### src/rtl/cci_mpf_shim_wro_pkg.sv
// Shared types and helpers for the write/read ordering shim.
// Widths of the flattened CCI request/response fields, the bucket hash,
// per-bucket outstanding-write counters and write tag bookkeeping.
package cci_mpf_shim_wro_pkg;

    localparam int ADDR_BITS  = 32;   // line address
    localparam int DATA_BITS  = 64;
    localparam int MDATA_BITS = 16;
    localparam int HASH_BITS  = 6;
    localparam int CTR_BITS   = 4;
    localparam int N_WR_TAGS  = 32;
    localparam int TAG_BITS   = $clog2(N_WR_TAGS);
    localparam int N_BUCKETS  = 2 ** HASH_BITS;

    typedef logic [ADDR_BITS-1:0]  t_wro_addr;
    typedef logic [DATA_BITS-1:0]  t_wro_data;
    typedef logic [MDATA_BITS-1:0] t_wro_mdata;
    typedef logic [HASH_BITS-1:0]  t_wro_hash;
    typedef logic [TAG_BITS-1:0]   t_wro_tag;
    typedef logic [CTR_BITS-1:0]   t_wro_ctr;

    // Per-tag state kept while a write is in flight: the mdata bits that the
    // tag overwrote, and the bucket to decrement when the response arrives.
    typedef struct packed {
        logic [TAG_BITS-1:0] orig_mdata;
        t_wro_hash           hash;
    } t_wro_tag_meta;

    localparam t_wro_ctr WRO_CTR_MAX = '1;

    // XOR-fold of the line address: address bit i lands on hash bit i mod HASH_BITS.
    function automatic t_wro_hash wro_hash(input t_wro_addr addr);
        t_wro_hash h;
        h = '0;
        for (int i = 0; i < ADDR_BITS; i++) begin
            h[i % HASH_BITS] = h[i % HASH_BITS] ^ addr[i];
        end
        return h;
    endfunction

endpackage

### src/rtl/cci_mpf_shim_wro_tag_alloc.sv
// Write tag allocator: free bitmap with lowest-free priority encode plus
// per-tag metadata storage (written on alloc, read by tag on free).
// Ports:
//   clk, reset_n        clock, async active-low reset (all tags free)
//   alloc_en/alloc_meta take alloc_tag this cycle and store its metadata
//   alloc_tag           lowest free tag (valid when not_empty)
//   not_empty           at least one tag free
//   free_en/free_tag    release a tag (ignored if it is not allocated)
//   free_busy           free_tag is currently allocated
//   free_meta           metadata stored for free_tag
module cci_mpf_shim_wro_tag_alloc
    import cci_mpf_shim_wro_pkg::*;
(
    input  logic          clk,
    input  logic          reset_n,
    input  logic          alloc_en,
    input  t_wro_tag_meta alloc_meta,
    output t_wro_tag      alloc_tag,
    output logic          not_empty,
    input  logic          free_en,
    input  t_wro_tag      free_tag,
    output logic          free_busy,
    output t_wro_tag_meta free_meta
);

    logic [N_WR_TAGS-1:0] free_q;
    t_wro_tag_meta        meta_mem [N_WR_TAGS];

    // Scan downward so the last hit, i.e. the lowest free index, wins.
    always_comb begin
        alloc_tag = '0;
        for (int i = N_WR_TAGS - 1; i >= 0; i--) begin
            if (free_q[i]) alloc_tag = t_wro_tag'(i);
        end
    end

    assign not_empty = |free_q;
    assign free_busy = !free_q[free_tag];
    assign free_meta = meta_mem[free_tag];

    // Allocation looks only at the registered bitmap, so a tag released this
    // cycle becomes allocatable on the next one.
    always_ff @(posedge clk or negedge reset_n) begin
        if (!reset_n) begin
            free_q <= '1;
        end else begin
            if (alloc_en)              free_q[alloc_tag] <= 1'b0;
            if (free_en && free_busy)  free_q[free_tag]  <= 1'b1;
        end
    end

    // Metadata storage has no reset; entries are only read for busy tags.
    always_ff @(posedge clk) begin
        if (alloc_en) meta_mem[alloc_tag] <= alloc_meta;
    end

endmodule

### src/rtl/cci_mpf_shim_wr_rd_order.sv
// Read-after-write ordering shim between the lockstep AFU buffer head and QLP.
// A read is held at the buffer head while any write hashing to the same
// bucket is unacknowledged. Writes carry a tag in the low mdata bits; the
// original bits are restored on the write response. Requests reach QLP one
// cycle after they are dequeued; both channels always move together.
// Ports:
//   clk, reset_n             clock, async active-low reset
//   afu_c0tx_*               buffer head read request
//   afu_c1tx_*               buffer head write / interrupt request
//   deq_tx                   pop both buffer channels (combinational)
//   afu_c0rx_*, afu_c1rx_*   responses toward the AFU (c1 mdata restored)
//   afu_reset_n              reset forwarded from QLP
//   qlp_c0tx_*, qlp_c1tx_*   registered requests toward QLP
//   qlp_c0tx_alm_full, qlp_c1tx_alm_full  QLP back-pressure
//   qlp_c0rx_*, qlp_c1rx_*   responses from QLP
//   qlp_reset_n              QLP reset
//   err_tag                  sticky: write response carried an unallocated tag
module cci_mpf_shim_wr_rd_order
    import cci_mpf_shim_wro_pkg::*;
(
    input  logic       clk,
    input  logic       reset_n,

    input  logic       afu_c0tx_rd_valid,
    input  t_wro_addr  afu_c0tx_addr,
    input  t_wro_mdata afu_c0tx_mdata,
    input  logic       afu_c1tx_wr_valid,
    input  logic       afu_c1tx_intr_valid,
    input  t_wro_addr  afu_c1tx_addr,
    input  t_wro_data  afu_c1tx_data,
    input  t_wro_mdata afu_c1tx_mdata,
    output logic       deq_tx,

    output logic       afu_c0rx_valid,
    output t_wro_data  afu_c0rx_data,
    output t_wro_mdata afu_c0rx_mdata,
    output logic       afu_c1rx_wr_valid,
    output t_wro_mdata afu_c1rx_mdata,
    output logic       afu_reset_n,

    output logic       qlp_c0tx_rd_valid,
    output t_wro_addr  qlp_c0tx_addr,
    output t_wro_mdata qlp_c0tx_mdata,
    output logic       qlp_c1tx_wr_valid,
    output logic       qlp_c1tx_intr_valid,
    output t_wro_addr  qlp_c1tx_addr,
    output t_wro_data  qlp_c1tx_data,
    output t_wro_mdata qlp_c1tx_mdata,
    input  logic       qlp_c0tx_alm_full,
    input  logic       qlp_c1tx_alm_full,

    input  logic       qlp_c0rx_valid,
    input  t_wro_data  qlp_c0rx_data,
    input  t_wro_mdata qlp_c0rx_mdata,
    input  logic       qlp_c1rx_wr_valid,
    input  t_wro_mdata qlp_c1rx_mdata,
    input  logic       qlp_reset_n,

    output logic       err_tag
);

    t_wro_hash     rd_hash;
    t_wro_hash     wr_hash;
    logic          head_valid;
    logic          rd_block;
    logic          wr_block;
    logic          issue;
    logic          alloc_en;
    logic          tag_avail;
    t_wro_tag      alloc_tag;
    t_wro_tag_meta alloc_meta;
    t_wro_tag      rsp_tag;
    logic          rsp_busy;
    logic          rsp_ok;
    t_wro_tag_meta rsp_meta;
    logic          same_bucket;
    t_wro_ctr      ctr [N_BUCKETS];

    assign rd_hash    = wro_hash(afu_c0tx_addr);
    assign wr_hash    = wro_hash(afu_c1tx_addr);
    assign head_valid = afu_c0tx_rd_valid | afu_c1tx_wr_valid | afu_c1tx_intr_valid;

    // Counters are checked before this cycle's write is counted, so a read
    // and write to one bucket at the head issue together (read is older).
    assign rd_block = afu_c0tx_rd_valid && (ctr[rd_hash] != '0);
    assign wr_block = afu_c1tx_wr_valid && (!tag_avail || ctr[wr_hash] == WRO_CTR_MAX);
    assign issue    = head_valid && !qlp_c0tx_alm_full && !qlp_c1tx_alm_full
                      && !rd_block && !wr_block;
    assign deq_tx   = issue;
    assign alloc_en = issue && afu_c1tx_wr_valid;

    assign alloc_meta = {afu_c1tx_mdata[TAG_BITS-1:0], wr_hash};
    assign rsp_tag    = qlp_c1rx_mdata[TAG_BITS-1:0];
    assign rsp_ok     = qlp_c1rx_wr_valid && rsp_busy;

    cci_mpf_shim_wro_tag_alloc u_tag_alloc (
        .clk        (clk),
        .reset_n    (reset_n),
        .alloc_en   (alloc_en),
        .alloc_meta (alloc_meta),
        .alloc_tag  (alloc_tag),
        .not_empty  (tag_avail),
        .free_en    (qlp_c1rx_wr_valid),
        .free_tag   (rsp_tag),
        .free_busy  (rsp_busy),
        .free_meta  (rsp_meta)
    );

    // Responses: c0 is a straight pass-through; c1 gets its tag bits
    // replaced with the original mdata unless the tag was not in flight.
    assign afu_c0rx_valid    = qlp_c0rx_valid;
    assign afu_c0rx_data     = qlp_c0rx_data;
    assign afu_c0rx_mdata    = qlp_c0rx_mdata;
    assign afu_c1rx_wr_valid = qlp_c1rx_wr_valid;
    assign afu_c1rx_mdata    = rsp_ok ? {qlp_c1rx_mdata[MDATA_BITS-1:TAG_BITS], rsp_meta.orig_mdata}
                                      : qlp_c1rx_mdata;
    assign afu_reset_n       = qlp_reset_n;

    // Outstanding-write counters: one increment and one decrement port; a
    // matching inc/dec pair in the same bucket cancels out.
    assign same_bucket = alloc_en && rsp_ok && (rsp_meta.hash == wr_hash);

    always_ff @(posedge clk or negedge reset_n) begin
        if (!reset_n) begin
            for (int i = 0; i < N_BUCKETS; i++) ctr[i] <= '0;
        end else begin
            if (alloc_en && !same_bucket) ctr[wr_hash]       <= ctr[wr_hash] + 1'b1;
            if (rsp_ok && !same_bucket)   ctr[rsp_meta.hash] <= ctr[rsp_meta.hash] - 1'b1;
        end
    end

    always_ff @(posedge clk or negedge reset_n) begin
        if (!reset_n) begin
            err_tag <= 1'b0;
        end else if (qlp_c1rx_wr_valid && !rsp_busy) begin
            err_tag <= 1'b1;
        end
    end

    // Registered request stage toward QLP; valids drop on idle cycles.
    always_ff @(posedge clk or negedge reset_n) begin
        if (!reset_n) begin
            qlp_c0tx_rd_valid   <= 1'b0;
            qlp_c1tx_wr_valid   <= 1'b0;
            qlp_c1tx_intr_valid <= 1'b0;
            qlp_c0tx_addr       <= '0;
            qlp_c0tx_mdata      <= '0;
            qlp_c1tx_addr       <= '0;
            qlp_c1tx_data       <= '0;
            qlp_c1tx_mdata      <= '0;
        end else begin
            qlp_c0tx_rd_valid   <= issue && afu_c0tx_rd_valid;
            qlp_c1tx_wr_valid   <= issue && afu_c1tx_wr_valid;
            qlp_c1tx_intr_valid <= issue && afu_c1tx_intr_valid;
            if (issue) begin
                qlp_c0tx_addr  <= afu_c0tx_addr;
                qlp_c0tx_mdata <= afu_c0tx_mdata;
                qlp_c1tx_addr  <= afu_c1tx_addr;
                qlp_c1tx_data  <= afu_c1tx_data;
                qlp_c1tx_mdata <= afu_c1tx_wr_valid
                                  ? {afu_c1tx_mdata[MDATA_BITS-1:TAG_BITS], alloc_tag}
                                  : afu_c1tx_mdata;
            end
        end
    end

endmodule

### config.mk
export PLATFORM = sky130hd
export DESIGN_NAME = cci_mpf_shim_wr_rd_order
export DESIGN_NICKNAME = d
export VERILOG_FILES = /design/src/rtl/cci_mpf_shim_wro_pkg.sv /design/src/rtl/cci_mpf_shim_wro_tag_alloc.sv /design/src/rtl/cci_mpf_shim_wr_rd_order.sv
export SDC_FILE = /design/constraint.sdc
export NUM_CORES = 2
export LEC_CHECK = 0
export ABC_CLOCK_PERIOD_IN_PS = 8720
export CELL_PAD_IN_SITES_DETAIL_PLACEMENT = 0
export CELL_PAD_IN_SITES_GLOBAL_PLACEMENT = 1
export CORE_ASPECT_RATIO = 1.4
export CORE_UTILIZATION = 46
export DETAILED_ROUTE_END_ITERATION = 8
export GPL_ROUTABILITY_DRIVEN = 0
export PLACE_DENSITY = 0.81
export SYNTH_ARGS = -nofsm -noshare
export SYNTH_HDL_FRONTEND = slang
export SYNTH_SLANG_ARGS = --single-unit
### constraint.sdc
create_clock -name clk -period 8.72 [get_ports clk]
set_input_delay 1.744 -clock clk [delete_from_list [all_inputs] [get_ports clk]]
set_output_delay 1.744 -clock clk [all_outputs]
set_load 0.05 [all_outputs]
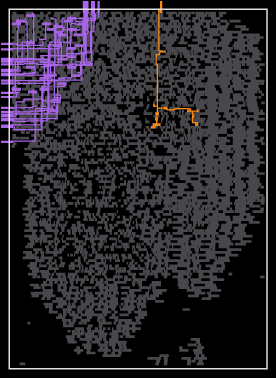
port_nets.png
Scale: 1 px per um.
- qlp_c1tx_addr: purple (bits 32; direction output; edge 23 left, 9 top; end cells 32; buffers 32; wire 2650 um)
- afu_c1tx_wr_valid: orange (bits 1; direction input; edge top; end cells 10; buffers 1; wire 206 um)
tally of buffers added on design ports: 343
IO Pins: 530

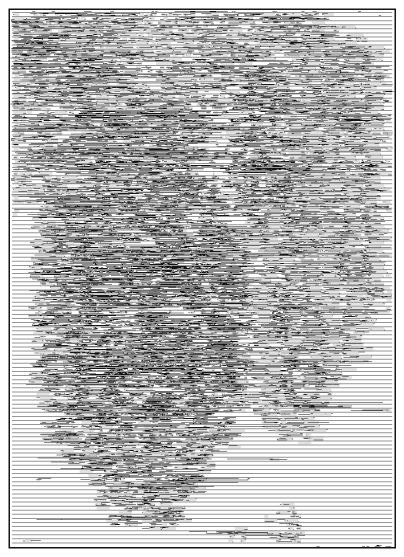
met1.png
Scale: 1.5 px per um. Supply wires on this layer in gray. Cells faint in the background.
- main direction: horizontal
- wire length on this layer: 54.7 mm
- longest straight run: 84.2 um

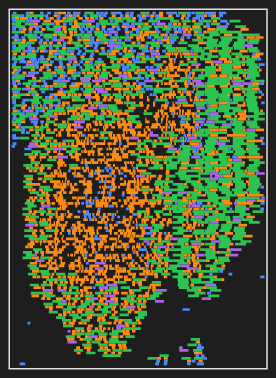
cell_classes.png
Scale: 1 px per um.
- other buffers and delay cells: blue (cells 483; share of their area 9.7%)
- flops: green (cells 804; share of their area 46%)
- clock drivers and dummy loads: purple (cells 148; share of their area 6.2%)
- all other logic: orange (cells 2098; share of their area 38%)

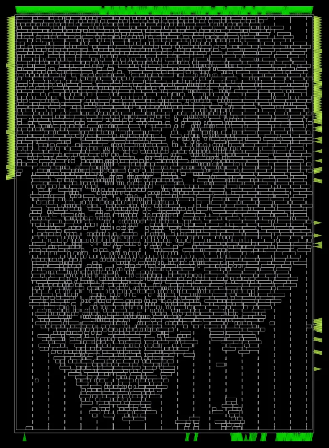
final_placement.png
core utilization of the finished layout: 0.5467
# fillers: 7476

==> git commit body <==
Store results of the implementation flow

* Maximum number of pins on one net before global-route repair: 169
- The number of warnings reported in the stage logs is 35.
- Layer carrying the most global-route usage: met2
- The via count of the first global-routing pass is 31080.
- By instance count after routing, the leading logic cell types are mux2i_1, dfrtp_1, edfxtp_1.
* Library cell with the largest summed area after synthesis: edfxtp_1
* Max VDD drop: 0.0005056 V
- Via density per instance: 6.630
- In this run the mean area of a mapped cell was 12.96 um2.
- For reference, the final report shows the hold violation count at 0.
- Worst endpoint required time: 6980 ps
- Post-layout instance count excluding filler cells: 4728
- Final hold analysis gives a worst-case slack of 501.0 ps.
- Wire length of the first global-routing pass: 225.7 mm
* Finished layout cell area: 0.04900 mm2
* Die W: 256.3 um
* Overall die area: 0.09174 mm2
- The area recorded from the Yosys report for this design is 0.04163 mm2.
- Length in cells of the worst reg-to-reg path: 12
- Outcome: finished with violations
- Growth of design area from synthesis to finish: 17.68%
- Pre-CTS setup slack: 386.0 ps
* Share of the yosys chip area belonging to registers: 0.5265
* TritonCTS clock tree: yes
- In this run the critical register-to-register path is captured at ctr[11].
- Global Route met3 Usage: 0.09811
* Insertion delay at the late pin of the worst-skew pair: approximately 690 ps
- Number of buffers inserted for hold repair after clock tree synthesis: 0
* Overall via count from detail_route: 31350
- FFs w/ async S/R, synth: 0.5622
* DR pass1 iterations: 7
- DRC violation total after the first TritonRoute iteration: 3780
- Die Height: between 300 and 400 um
* Post-synthesis instance area: 0.04163 mm2
- Once placement finished, the instance area stood at 0.04605 mm2.
- Summed over all cells, the static leakage comes to 19.61 nW.
* Setup repair after global routing missed its margin: false
- Average wire length per cell after detail routing: ~34 um
* Max H-tree Level: 3
- Crit end category: output pin
* Number of warnings issued by yosys: 0
* Commonest register cell after synthesis: dfrtp_1
- Per the timing report, the most critical flop-to-flop path originates at u_tag_alloc.meta_mem[31][2].
- The initial utilization of the core area, before any placement, comes to 0.4646.
* HPWL after detailed placement: 111.3 mm
* Total of max-cap violations: 1
- Number of antenna violations at the first check in global routing: 14
- Actual transition at the worst max-transition pin: 1570 ps
- The cell count after synthesis came out at 3213.
* Post-detailed-routing wire length: 159.8 mm
- Leaving out fill and tap cells, the most frequent cell in the layout is mux2i_1.
- Number of clock sinks seen by CTS: 804
- By startpoint and endpoint, the worst setup path is classified as in2out.
- After layout, the design draws a total of between 15 and 20 mW.
- In the hold timing report, the worst path depth is 2.
* Reg-to-reg slack, setup: just over 3000 ps
* Cell total in the yosys stat output: around 3200
- Maximum root-to-sink buffer count: 3
* Post-synthesis cell type count: 87
- Routing usage on met2: 0.5532
- End point of the worst hold path: u_tag_alloc.free_q[10]
* Power density of the placed cells: 360.8 mW/mm2
- The total area inside the core boundary comes to 0.08962 mm2.
* Failing checks: max-capacitance violations, max-slew violations
- For the final routed database, the setup TNS stands at 0 ps.
- Final max-slew violation count: 2
- On the critical path the data arrives at ~7000 ps.
* Most repeated cell in the gate-level netlist after synthesis: mux2i_1
* Post-CTS Setup Bufs: 0
- Clk pin slew, worst setup/hold paths: about 70 ps
- The clock arrives with 48.19 ps of skew.
* Global-route track usage on met1: 0.3880
* Master cell of the clock root buffer: clkbuf_16
- Crit path setup slack, layout: roughly 55 ps
* Post-placement cell count: 4573
* CP startpoint kind: input port
- Worst slew slack as a fraction of its limit: -0.05306
- For this run, the total global-route usage over all layers was measured as 0.3397.
- The highest clock rate this design can be run at is ~120 MHz.
[power by group]
part           internal (mW)  switching, mW
Combinational           2.55           5.23
Clock                   2.22           1.61
Sequential              4.94           1.12
Total                   9.71           7.96
[critical path, stage by stage]
cell and delay [ps]:
clkdlybuf4s50_1 450, xnor2_1 290, xor3_2 710, inv_2 240
buf_4 310, nand2_1 110, nand3_1 80, a211oi_1 1290
nor4_1 170, nand4_1 270, a211o_2 330, nand2_1 150
a211oi_4 520, buf_12 200
[kinds of logic after synthesis]
| group | share of synthesized area |
|---|---|
| XOR/XNOR | 0.01545 |
| buffers and inverters | 0.04646 |
| multiplexers | 0.2396 |
| adder cells (fa/ha/maj) | 0.0006009 |
| flip-flops | 0.5265 |
| AND/OR/NAND/NOR | 0.08922 |
| AND-OR/OR-AND | 0.08213 |
[routing by layer]
metal	up-vias	part of all wire
li1	12800	-
met1	15780	0.34
met2	2090	0.47
met3	662	0.10
met4	10	0.080
met5	-	0.00061
[final cells by class]
type	count	area, um2	area share
timing repair buffer	483	4589	0.09367
sequential	804	21920	0.4474
tap	1188	1486	0.03034
antenna	7	17.52	0.0003575
clock buffer	97	2210	0.04510
multi-input combinational	2058	17900	0.3654
inverter	40	150.1	0.003064
clock inverter	51	718.2	0.01466
[sequential cells by signal, indices dropped and copies added, names as in the netlist]
name / count
u_tag_alloc.meta_mem: 352
ctr: 256
qlp_c1tx_data: 64
qlp_c0tx_addr: 32
qlp_c1tx_addr: 32
u_tag_alloc.free_q: 32
qlp_c0tx_mdata: 16
qlp_c1tx_mdata: 16
err_tag: 1
qlp_c0tx_rd_valid: 1
qlp_c1tx_intr_valid: 1
qlp_c1tx_wr_valid: 1
Power is estimated from default activity; no workload was simulated.
